File: config.mk
export PLATFORM = sky130hd
export DESIGN_NAME = lane4x2b_serializer
export DESIGN_NICKNAME = d
export VERILOG_FILES = /design/src/rtl/lane4x2b_serializer.sv
export SDC_FILE = /design/constraint.sdc
export NUM_CORES = 1
export LEC_CHECK = 0
export ABC_AREA = 1
export CAP_MARGIN = 40
export CORE_MARGIN = 5
export CORE_UTILIZATION = 40
export CTS_BUF_LIST = sky130_fd_sc_hd__clkbuf_16
export DETAILED_ROUTE_END_ITERATION = 7
export PLACE_DENSITY = 0.69
export SLEW_MARGIN = 10
export SYNTH_ARGS = -nofsm -noshare
export SYNTH_HDL_FRONTEND = slang
export SYNTH_SLANG_ARGS = --single-unit
File: constraint.sdc
create_clock -name clk -period 1.2 [get_ports clk]
set_input_delay 0.24 -clock clk [delete_from_list [all_inputs] [get_ports clk]]
set_output_delay 0.24 -clock clk [all_outputs]
set_load 0.01 [all_outputs]
File: src/rtl/lane4x2b_serializer.sv
// lane4x2b_serializer
//   Takes one multi-lane word per in_val/in_rdy handshake. It emits the lanes one
//   per cycle on a single stream, lane 0 first, under out_val/out_rdy flow control.
//   A same-cycle handoff on the last lane lets consecutive words stream with no
//   bubble.
//
// Ports
//   clk       rising-edge clock
//   reset     asynchronous active-low reset; clears all state while low
//   in_val    upstream word valid
//   in_rdy    word can be accepted this cycle (combinational, depends on out_rdy)
//   in0..in3  word lanes, in0 sent first, in3 sent last
//   out_val   out carries a valid lane (registered state only, not out_rdy)
//   out_rdy   downstream takes the lane this cycle
//   out       current lane value (0 while idle)
//   out_last  current lane is the final lane of its word
//
// The port list carries exactly four lanes, so NLANES is expected to stay 4.
module lane4x2b_serializer #(
  parameter int NLANES = 4,
  parameter int WIDTH  = 2
) (
  input  logic             clk,
  input  logic             reset,
  input  logic             in_val,
  output logic             in_rdy,
  input  logic [WIDTH-1:0] in0,
  input  logic [WIDTH-1:0] in1,
  input  logic [WIDTH-1:0] in2,
  input  logic [WIDTH-1:0] in3,
  output logic             out_val,
  input  logic             out_rdy,
  output logic [WIDTH-1:0] out,
  output logic             out_last
);

  localparam int IDX_W = $clog2(NLANES);

  typedef enum logic {
    IDLE = 1'b0,
    SEND = 1'b1
  } state_t;

  state_t                    state;
  state_t                    state_nxt;
  logic [IDX_W-1:0]          idx;
  logic [NLANES*WIDTH-1:0]   buffer;
  logic                      last_lane;
  logic                      accept;
  logic                      xfer;

  assign last_lane = (idx == IDX_W'(NLANES - 1));
  assign accept    = in_val & in_rdy;
  assign xfer      = out_val & out_rdy;

  // State register
  always_ff @(posedge clk or negedge reset) begin
    if (!reset) begin
      state <= IDLE;
    end else begin
      state <= state_nxt;
    end
  end

  // Next-state logic
  always_comb begin
    state_nxt = state;
    case (state)
      IDLE: if (accept) state_nxt = SEND;
      // An accept on the last-lane transfer keeps us in SEND with the new word.
      SEND: if (xfer && last_lane && !accept) state_nxt = IDLE;
      default: state_nxt = IDLE;
    endcase
  end

  // Lane index and word buffer
  always_ff @(posedge clk or negedge reset) begin
    if (!reset) begin
      idx    <= '0;
      buffer <= '0;
    end else if (accept) begin
      buffer <= {in3, in2, in1, in0};
      idx    <= '0;
    end else if (xfer) begin
      idx    <= last_lane ? '0 : idx + IDX_W'(1);
    end
  end

  // Outputs. in_rdy is held low while reset is asserted so no word is offered
  // a handshake before the block is running.
  always_comb begin
    in_rdy   = reset & ((state == IDLE) | ((state == SEND) & last_lane & out_rdy));
    out_val  = (state == SEND);
    out      = out_val ? buffer[int'(idx)*WIDTH +: WIDTH] : '0;
    out_last = out_val & last_lane;
  end

endmodule

==> images/pins.png <==
Pins as bars across the die edge, other pins in grey.
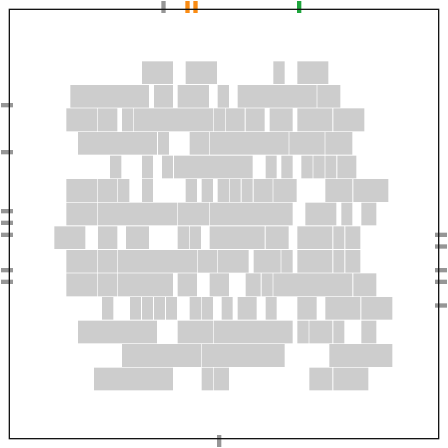
| port | colour | pins | direction | edge |
|---|---|---|---|---|
| `in1` | orange | 2 | input | top |
| `reset` | green | 1 | input | top |

==> images/clock_map.png <==
Bar = 10 um.
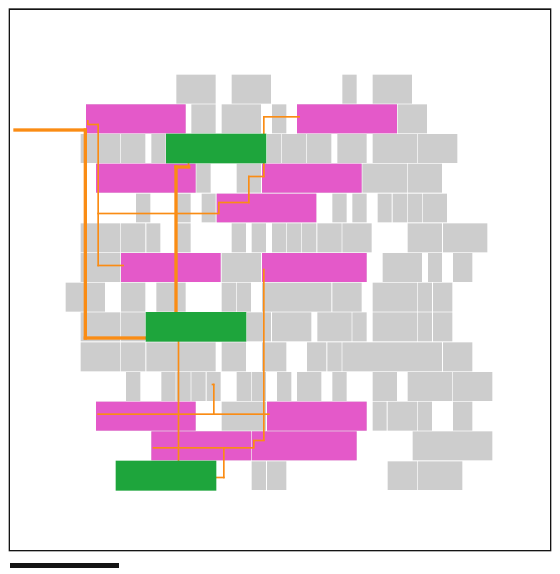
[clock wires] orange | length: 167 um
[flip-flops] magenta | count: 11
[cells driving clock nets] green | count: 3
routed clock nets: 4
largest clock skew in the final design: 0.001486 ns
share of power burned in the clock network: 22.2%
Worst-Skew Late Latency: 0.24 ns
clk pwr: 0.591 mW

==> images/registers.png <==
Other sequential cells in the stronger grey, the rest of the logic in the fainter grey.
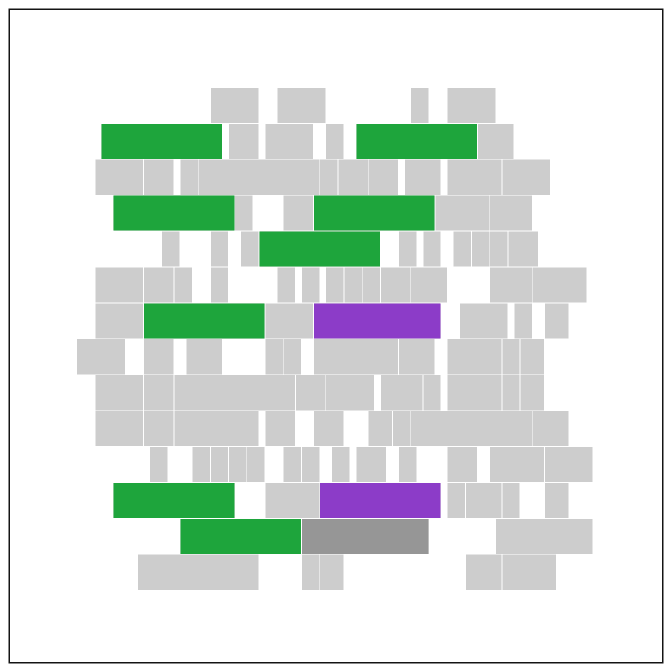
| netlist name | colour | flops |
|---|---|---|
| `idx` | purple | 2 |
| `buffer` | green | 8 |
Sequential Area: 277.8 um2
total sequential power: 0.663 mW
Final Core Density: 70.92%
share of the final layout cell area in sequential cells: 26.30%

==> images/final_congestion.png <==
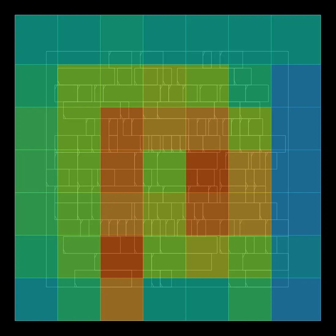
met1 usage in global routing: 14.93%
global routing usage summed across all routing layers: 13.37%

[layout make-up]
class                           count  area share [%]
Multi-Input combinational cell     54           35.19
Inverter                           15           5.332
Clock inverter                      1          0.3555
Clock buffer                        3           7.109
Tap cell                           16           1.896
Sequential cell                    11           26.30
Timing Repair Buffer               29           23.82
[cells by family after synthesis]
| kind of cell | synth area share (%) |
|---|---|
| AND/OR/NAND/NOR | 35.89 |
| buffers and inverters | 13.30 |
| flip-flops | 44.35 |
| AND-OR/OR-AND | 4.436 |
| adder cells (fa/ha/maj) | 2.016 |
[critical path: stages, from the launching register on]
cell,delay [ns]
dfrtp_2,0.42
buf_6,0.13
buf_6,0.11
nand2_2,0.05
nand3_2,0.06
a21oi_2,0.13
buf_2,0.14
==> impl_results.html <==
<h3>Flow metrics</h3>
<table>
<tr><th>Metric</th><th>Value</th></tr>
<tr><th colspan="2">Global route</th></tr>
<tr><td>Number of antenna violations at the first check in global routing</td><td>0</td></tr>
<tr><td>Fraction of met2 tracks used by global routing</td><td>21.67%</td></tr>
<tr><td>Pin count of the biggest net entering global routing</td><td>21</td></tr>
<tr><td>Most Crowded Layer GR</td><td>met2</td></tr>
<tr><th colspan="2">Flow run</th></tr>
<tr><td>Tally of OpenROAD warnings</td><td>29</td></tr>
<tr><th colspan="2">Worst setup path</th></tr>
<tr><td>Worst-case reg-to-reg path depth</td><td>7</td></tr>
<tr><td>Register-to-register setup slack</td><td>-0.07 ns</td></tr>
<tr><td>Critical Path Source</td><td>idx[0]</td></tr>
<tr><th colspan="2">Outcome</th></tr>
<tr><td>Violations in the final reports</td><td>setup timing</td></tr>
<tr><td>Result of the run</td><td>complete, but fails checks</td></tr>
<tr><th colspan="2">Layout</th></tr>
<tr><td>Non-filler instance count after layout</td><td>129</td></tr>
<tr><td>Largest register by flop count</td><td>buffer</td></tr>
<tr><td>Flip-flop count of the largest register, all copies and words added</td><td>8</td></tr>
<tr><td>Most frequent logic cell in the layout</td><td>nand2_1</td></tr>
<tr><th colspan="2">Detailed routing</th></tr>
<tr><td>Routed via count divided by cell count</td><td>4.876</td></tr>
<tr><td>Detailed-routed wire length on met3</td><td>about 84 um</td></tr>
<tr><td>First-pass detailed-route iteration total</td><td>4</td></tr>
<tr><td>Max layer used</td><td>met4</td></tr>
<tr><th colspan="2">Floorplan</th></tr>
<tr><td>Floorplan die area</td><td>2439 um2</td></tr>
<tr><td>Row count</td><td>14</td></tr>
<tr><td>Total I/O pin count</td><td>17</td></tr>
<tr><td>Share of the core filled by cells before placement</td><td>between 40% and 50%</td></tr>
<tr><th colspan="2">Timing</th></tr>
<tr><td>Final period utilization</td><td>126.8%</td></tr>
<tr><td>Setup Viol. Count Final</td><td>13</td></tr>
<tr><td>Number of pins exceeding their max-slew limit in the final report</td><td>0</td></tr>
<tr><td>Least setup slack across all paths after layout</td><td>-0.3222 ns</td></tr>
<tr><th colspan="2">Synth</th></tr>
<tr><td>Largest cells by area</td><td>dfrtp_1 44%, nand2_1 18%, inv_1 9.1%, nand4_1 8.1%, nand3_1 3.2%</td></tr>
<tr><td>Register area share after synthesis</td><td>44.35%</td></tr>
<tr><td>Syn_area_per_cell</td><td>around 7.6 um2</td></tr>
<tr><td>Top-count cell post-synth</td><td>nand2_1</td></tr>
<tr><th colspan="2">Power</th></tr>
<tr><td>Fraction of power consumed by sequential logic</td><td>24.9%</td></tr>
<tr><td>Top power consumer group</td><td>combinational cells</td></tr>
<tr><td>Worst IR Drop VDD</td><td>0.001512 V</td></tr>
<tr><td>Leakage power figure</td><td>0.5490 nW</td></tr>
<tr><td>P per Cell Area</td><td>about 2500 nW/um2</td></tr>
<tr><th colspan="2">Place</th></tr>
<tr><td>Placed cell count</td><td>120</td></tr>
<tr><td>Weighted congestion at the end of routability-driven global placement</td><td>0.7761</td></tr>
<tr><td>Setup WS pre-CTS</td><td>-0.5498 ns</td></tr>
</table>
No activity file was given, so power comes from the tool's default toggle rates.
